<file path="src/rtl/accum_64bit_pkg.sv">
// Shared definitions for the 64-bit streaming accumulator.
package accum_64bit_pkg;

  localparam int unsigned DEF_WIDTH = 64;
  localparam int unsigned DEF_CNT_W = 8;

  typedef enum logic [1:0] {
    ST_IDLE  = 2'd0,
    ST_ACCUM = 2'd1,
    ST_DONE  = 2'd2
  } state_e;

endpackage

</file>
<file path="src/rtl/RCA_64bit.sv">
// 64-bit ripple-carry adder: sum = a + b + c_in, carry out of bit 63 on c_out.
module RCA_64bit (
  output logic        c_out,
  output logic [63:0] sum,
  input  logic [63:0] a,
  input  logic [63:0] b,
  input  logic        c_in
);

  // Bit-serial carry chain; the carry is a block-local variable so the chain stays one comb process.
  always_comb begin
    logic v_c;
    v_c = c_in;
    sum = '0;
    for (int i = 0; i < 64; i++) begin
      sum[i] = a[i] ^ b[i] ^ v_c;
      v_c    = (a[i] & b[i]) | (v_c & (a[i] ^ b[i]));
    end
    c_out = v_c;
  end

endmodule

</file>
<file path="src/rtl/accum_64bit.sv">
// Streaming multi-operand accumulator around RCA_64bit with sticky carry/overflow flags.
module accum_64bit
  import accum_64bit_pkg::*;
#(
  parameter int unsigned WIDTH = DEF_WIDTH,
  parameter int unsigned CNT_W = DEF_CNT_W
) (
  input  logic             clk,
  input  logic             rst,
  input  logic             start,
  input  logic [CNT_W-1:0] num_ops,
  input  logic             in_valid,
  output logic             in_ready,
  input  logic [WIDTH-1:0] in_data,
  output logic             out_valid,
  input  logic             out_ready,
  output logic [WIDTH-1:0] out_sum,
  output logic             out_carry,
  output logic             out_ovf,
  output logic             busy
);

  state_e             r_state;
  state_e             w_state_next;
  logic [WIDTH-1:0]   r_acc;
  logic [WIDTH-1:0]   w_acc_next;
  logic [CNT_W-1:0]   r_rem;
  logic [CNT_W-1:0]   w_rem_next;
  logic               r_carry;
  logic               w_carry_next;
  logic               r_ovf;
  logic               w_ovf_next;
  logic [WIDTH-1:0]   w_sum;
  logic               w_c_out;
  logic               w_ovf_add;

  RCA_64bit u_rca (
    .c_out (w_c_out),
    .sum   (w_sum),
    .a     (r_acc),
    .b     (in_data),
    .c_in  (1'b0)
  );

  // Signed overflow: operands share a sign and the result sign differs.
  assign w_ovf_add = (r_acc[WIDTH-1] == in_data[WIDTH-1]) & (w_sum[WIDTH-1] != r_acc[WIDTH-1]);

  // State, accumulator, counter and sticky flags; synchronous active-high reset.
  always_ff @(posedge clk) begin
    if (rst) begin
      r_state <= ST_IDLE;
      r_acc   <= '0;
      r_rem   <= '0;
      r_carry <= 1'b0;
      r_ovf   <= 1'b0;
    end else begin
      r_state <= w_state_next;
      r_acc   <= w_acc_next;
      r_rem   <= w_rem_next;
      r_carry <= w_carry_next;
      r_ovf   <= w_ovf_next;
    end
  end

  // Next-state and handshake decode; ready/valid depend only on registered state.
  always_comb begin
    w_state_next = r_state;
    w_acc_next   = r_acc;
    w_rem_next   = r_rem;
    w_carry_next = r_carry;
    w_ovf_next   = r_ovf;
    in_ready     = 1'b0;
    out_valid    = 1'b0;
    unique case (r_state)
      ST_IDLE: begin
        if (start) begin
          w_acc_next   = '0;
          w_carry_next = 1'b0;
          w_ovf_next   = 1'b0;
          if (num_ops != '0) begin
            w_rem_next   = num_ops;
            w_state_next = ST_ACCUM;
          end else begin
            w_state_next = ST_DONE;
          end
        end
      end
      ST_ACCUM: begin
        in_ready = 1'b1;
        if (in_valid) begin
          w_acc_next   = w_sum;
          w_carry_next = r_carry | w_c_out;
          w_ovf_next   = r_ovf | w_ovf_add;
          w_rem_next   = r_rem - CNT_W'(1);
          if (r_rem == CNT_W'(1)) begin
            w_state_next = ST_DONE;
          end
        end
      end
      ST_DONE: begin
        out_valid = 1'b1;
        if (out_ready) begin
          w_state_next = ST_IDLE;
        end
      end
      default: begin
        w_state_next = ST_IDLE;
      end
    endcase
  end

  assign out_sum   = r_acc;
  assign out_carry = r_carry;
  assign out_ovf   = r_ovf;
  assign busy      = (r_state != ST_IDLE);

endmodule

</file>
<file path="config.mk">
export PLATFORM = sky130hd
export DESIGN_NAME = accum_64bit
export DESIGN_NICKNAME = d
export VERILOG_FILES = /design/src/rtl/accum_64bit_pkg.sv /design/src/rtl/RCA_64bit.sv /design/src/rtl/accum_64bit.sv
export SDC_FILE = /design/constraint.sdc
export NUM_CORES = 1
export LEC_CHECK = 0
export CAP_MARGIN = 20
export CORE_MARGIN = 2
export CORE_UTILIZATION = 35
export DETAILED_ROUTE_END_ITERATION = 7
export PLACE_DENSITY = 0.65
export RECOVER_POWER = 50
export REMOVE_ABC_BUFFERS = 1
export SLEW_MARGIN = 20
export SYNTH_ARGS = -nofsm -noshare
export SYNTH_HDL_FRONTEND = slang
export SYNTH_SLANG_ARGS = --single-unit
</file>
<file path="constraint.sdc">
create_clock -name clk -period 26.9 [get_ports clk]
set_input_delay 4.035 -clock clk [delete_from_list [all_inputs] [get_ports clk]]
set_output_delay 4.035 -clock clk [all_outputs]
set_load 0.05 [all_outputs]
</file>
Figure 1. Signal wires on met1 (run 1).
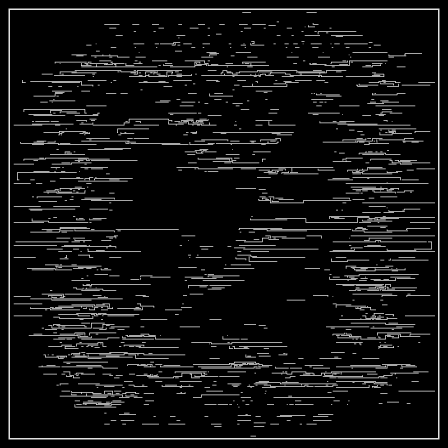
longest straight run: 32.2 um
wire length on this layer: 4990 um
nets with wire on the layer: 711
share of all routed wire: 44%
main direction: horizontal

Figure 2. Signal wires on met2 (run 1).
The bar under the picture is 20 um long. Cells faint in the background.
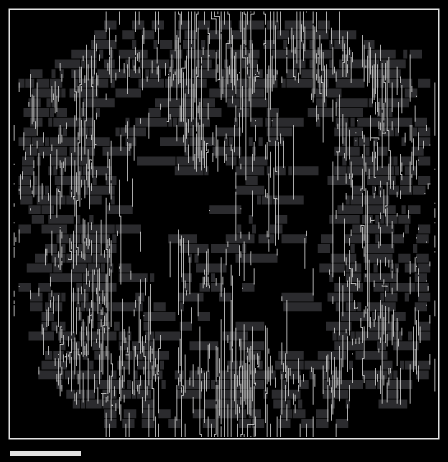
nets with wire on the layer: 673
longest straight run: 41.6 um
wire length on this layer: 5440 um

==> changes_impl.md, run 1 <==
### Physical design

- Chip area: 14350 um^2
- Post-synth EDFFs: 0
- Worst Hold Path EP: out_carry
- Core area: around 13000 um^2
- Initial antenna violation count: 0
- Leakage: ~2.8 nW
- Hold Path Depth: 1
- Die Wd: 119.8 um
- Run status: completed
- Remaining global-route overflow: 0
- Vias in the first global route: 3952
- Worst-path maximum fanout: 2
- Post-route setup slack: roughly 170 ps
- Via density per instance: around 4.6
- Max Slew Vio Count: 0
- Synth Flop Type: dfxtp_1
- Clk ins delay skew pair: roughly 340 ps
- CTS clk-pin slew, worst paths: roughly 60 ps
- Flop pwr share: 0.358
- Met1 Use GR: 0.2094
- HP Class: flip-flop to flip-flop
- CTS HTree Levels: 3
- XOR Share, Synth: 0.001866
- Inverters: between 100 and 150
- 1st-iter DRT viols: between 100 and 150
Figure 3. Met3 routing (run 1).
The bar under the picture is 20 um long.
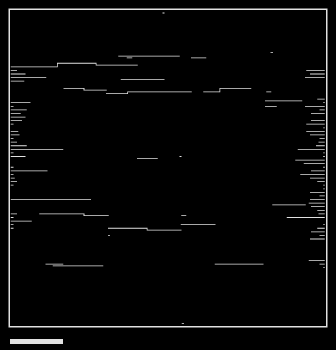
share of all routed wire: 5.8%
main direction: horizontal
longest straight run: 30.1 um
nets with wire on the layer: 88
wire length on this layer: 652 um

## run 1: power by group through the flow
stage	registers (mW)	logic, mW	clock network, mW
global route	0.124	0.0987	0.142
floorplan	0.140	0.0414	0
global placement	0.126	0.0866	0
finish	0.123	0.0896	0.132
CTS	0.123	0.0919	0.136
detailed placement	0.126	0.0879	0
## run 1: cells in the final DEF (no fill, tap or decap), types with 7 or more instances in the layout
cell,Yosys,routed
fa_2,0,62
dlygate4sd3_1,0,63
clkdlybuf4s50_1,0,79
clkbuf_16,0,9
a21oi_1,7,7
a2bb2oi_1,62,61
inv_1,131,127
nand2_1,8,7
dfxtp_1,76,76
nor2_1,80,80
## run 1: cells by family after synthesis
kind of cell,Yosys count
compound gates,92
buf+inv,157
flops,76
simple gates,107
mux,2
xor+xnor,1
fa+ha+maj,67
==> run 2: changes to the inputs <==
CORE_ASPECT_RATIO = 1.25   (was unset)
Figure 4. Zoomed window (run 2).
The bar under the picture is 5 um long. Region (17, 90) to (37, 110) um. Cells in grey, sequential cells in the stronger grey; small squares are vias.
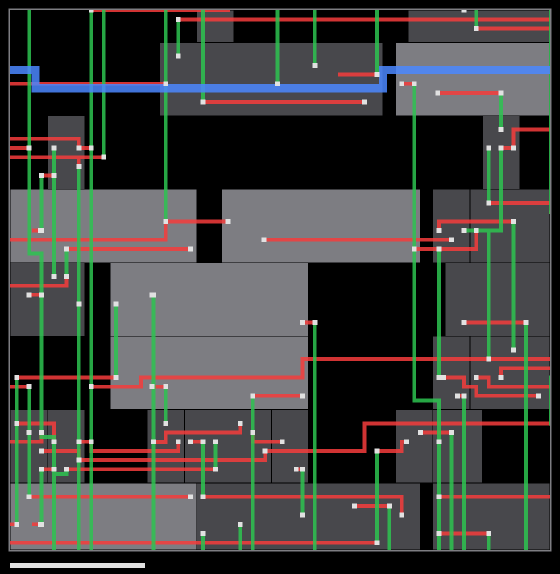
[blue] metal 3
[red] metal 1
[green] metal 2
cells with their middle in the window: 21
sequential cells in the window: 6
netlist names of flops here include: out_sum (6)
most frequent: dfxtp_1 (6), nor2_1 (5)

Figure 5. Signal wires on met2 (run 2).
The bar under the picture is 20 um long. Cells faint in the background.
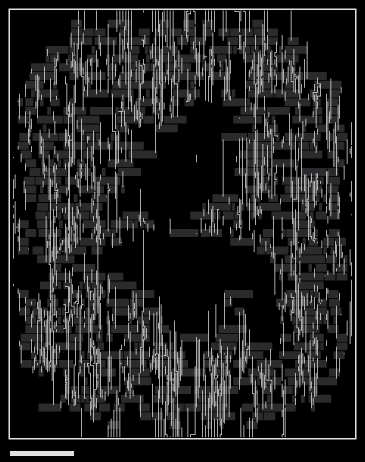
wire length on this layer: 5620 um
main direction: vertical
share of all routed wire: 50%

==> changes_impl.md, run 2 <==
### Physical design

- Post-synth EDFFs: 0 (unchanged)
- Setup violators final: 1
- Synth Flop Type: dfxtp_1
- Core area: 13170 um^2 (-0.13%)
- RR Endpoint: out_ovf
- 1st-iter DRT viols: 108 (-7.7%)
- Chip area: 14360 um^2 (about the same)
- Run status: complete, but fails checks
- Initial antenna violation count: 0 (unchanged)
- HP Class: flip-flop to flip-flop
- Vias in the first global route: 4075 (+3.1%)
- Comb pwr: 0.0900 mW (+0.4%)
- Sequential power: 0.123 mW (about the same)
- Post-route setup slack: -5.475 ps (-173.5 ps)
- Inverters: 132 (unchanged)
- Clk ins delay skew pair: 330 ps (about the same)
- Worst Hold Path EP: out_carry
- Most frequent logic cell in the layout: inv_1
- Met1 Use GR: 0.2206 (+0.01122)
- CTS HTree Levels: 3 (unchanged)
- Worst-path maximum fanout: 2 (unchanged)
- CTS clk-pin slew, worst paths: 60 ps (about the same)
- Hold Path Depth: 1 (unchanged)
- Die Wd: 107.6 um (-10%)
- Remaining global-route overflow: 0 (unchanged)
- Failing checks: setup timing
- Flop pwr share: 0.383 (+0.025)
- Actual slew at the worst max-slew pin: roughly 850 ps
- Max Slew Vio Count: 0 (unchanged)
-- run 2: how the worst max path moves through the flow --
| stage | start | to | cells after the start |
|---|---|---|---|
| floorplan | in_data[0] | out_ovf | 70 |
| global placement | in_data[0] | out_ovf | 71 |
| detailed placement | in_data[0] | out_ovf | 71 |
| CTS | in_data[0] | out_ovf | 71 |
| global route | in_data[0] | out_ovf | 71 |
| finish | in_data[0] | out_ovf | 71 |
-- run 2: logic make-up after synthesis --
group / after synthesis
xor+xnor: 1
simple gates: 107
buf+inv: 157
mux: 2
fa+ha+maj: 67
flops: 76
compound gates: 92
-- run 2: repair_timing --
| item | 4_1_cts | 5_1_grt |
|---|---|---|
| buffers inserted | 1 | 0 |
| pin swaps | 14 | 3 |
| endpoints found under the setup margin | 10 | 4 |
| hold buffers | 0 | 0 |
| resized | 77 | 1 |
==> run 3: changes to the inputs <==
HOLD_SLACK_MARGIN = 0.15   (was unset)
TNS_END_PERCENT = 30   (was unset)
Figure 6. Signal wires on met1 (run 3).
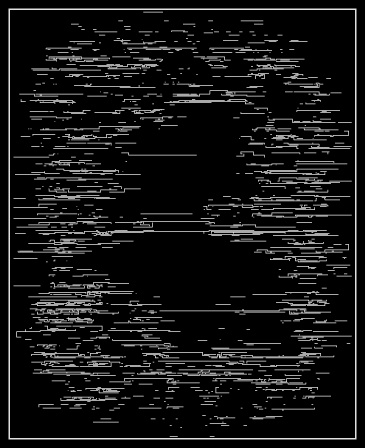
wire length on this layer: 5040 um
longest straight run: 37.3 um
main direction: horizontal
nets with wire on the layer: 705
share of all routed wire: 44%

Figure 7. Met3 routing (run 3).
The bar under the picture is 20 um long.
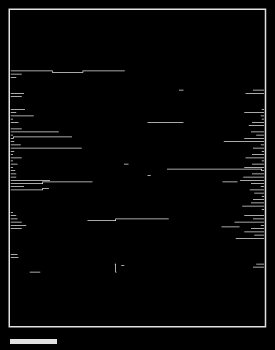
wire length on this layer: 625 um
main direction: horizontal
share of all routed wire: 5.5%
nets with wire on the layer: 87

==> changes_impl.md, run 3 <==
### Physical design

- Run status: complete, but fails checks
- Failing checks: setup timing
- CP Launch Point: in_data[0]
- Crit-path leading delay family: adder cells
- CTS clk-pin slew, worst paths: 60 ps (about the same)
- Chip area: 14360 um^2 (unchanged)
- Post-synth EDFFs: 0 (unchanged)
- FF-to-FF path depth: approximately 70
- Remaining global-route overflow: 0 (unchanged)
- Post-route setup slack: -14.24 ps (-8.770 ps)
- Most frequent logic cell in the layout: inv_1
- 1st-iter DRT viols: 116 (+7.4%)
- Core area: 13170 um^2 (unchanged)
- Max Slew Vio Count: 0 (unchanged)
- Worst-path maximum fanout: 2 (unchanged)
- Post-CTS setup buffer count: 1 (unchanged)
- Setup violators final: 1 (unchanged)
- Actual slew at the worst max-slew pin: 846.8 ps (-3.575 ps)
- Max stage delay cell, worst path: fa_1
- Clk ins delay skew pair: 330 ps (about the same)
- Die Wd: 107.6 um (unchanged)
- Cell Area, Synth: between 4000 and 5000 um^2
- RR Endpoint: out_ovf
- Worst setup path end: out_ovf
- Worst Hold Path EP: out_carry
- Root buf cell: clkbuf_16
- Synth Flop Type: dfxtp_1
- Post-CTS sizing: 77 (unchanged)
- Initial antenna violation count: 0 (unchanged)
- Levels on crit path: 71 (unchanged)
- CTS HTree Levels: 3 (unchanged)
- Hold buffer count at cts: 0 (unchanged)
[run 3: where the power goes]
group          switching [mW]  internal, mW  leakage (nW)
Clock                  0.0445        0.0639         0.125
Combinational          0.0483        0.0416          1.99
Sequential            0.00489         0.118         0.619
Total                  0.0978         0.224          2.73
[run 3: per-layer routing]
metal / share of wire / vias to the layer above / global-route usage
met5: 0 / - / 0
met4: 0.0082 / 0 / 0.04060
met3: 0.055 / 7 / 0.04061
met2: 0.49 / 97 / 0.2757
met1: 0.44 / 1887 / 0.2206
li1: - / 1824 / -
[run 3: final cells by class]
type,count,area [um^2]
clock buffer,12,246.5
clock inverter,2,12.51
timing repair buffer,149,1473
fill,1274,6485
tap,171,214.0
inverter,132,495.5
multi-input combinational,269,2725
sequential,76,1521
No activity file was given, so power comes from the tool's default toggle rates.
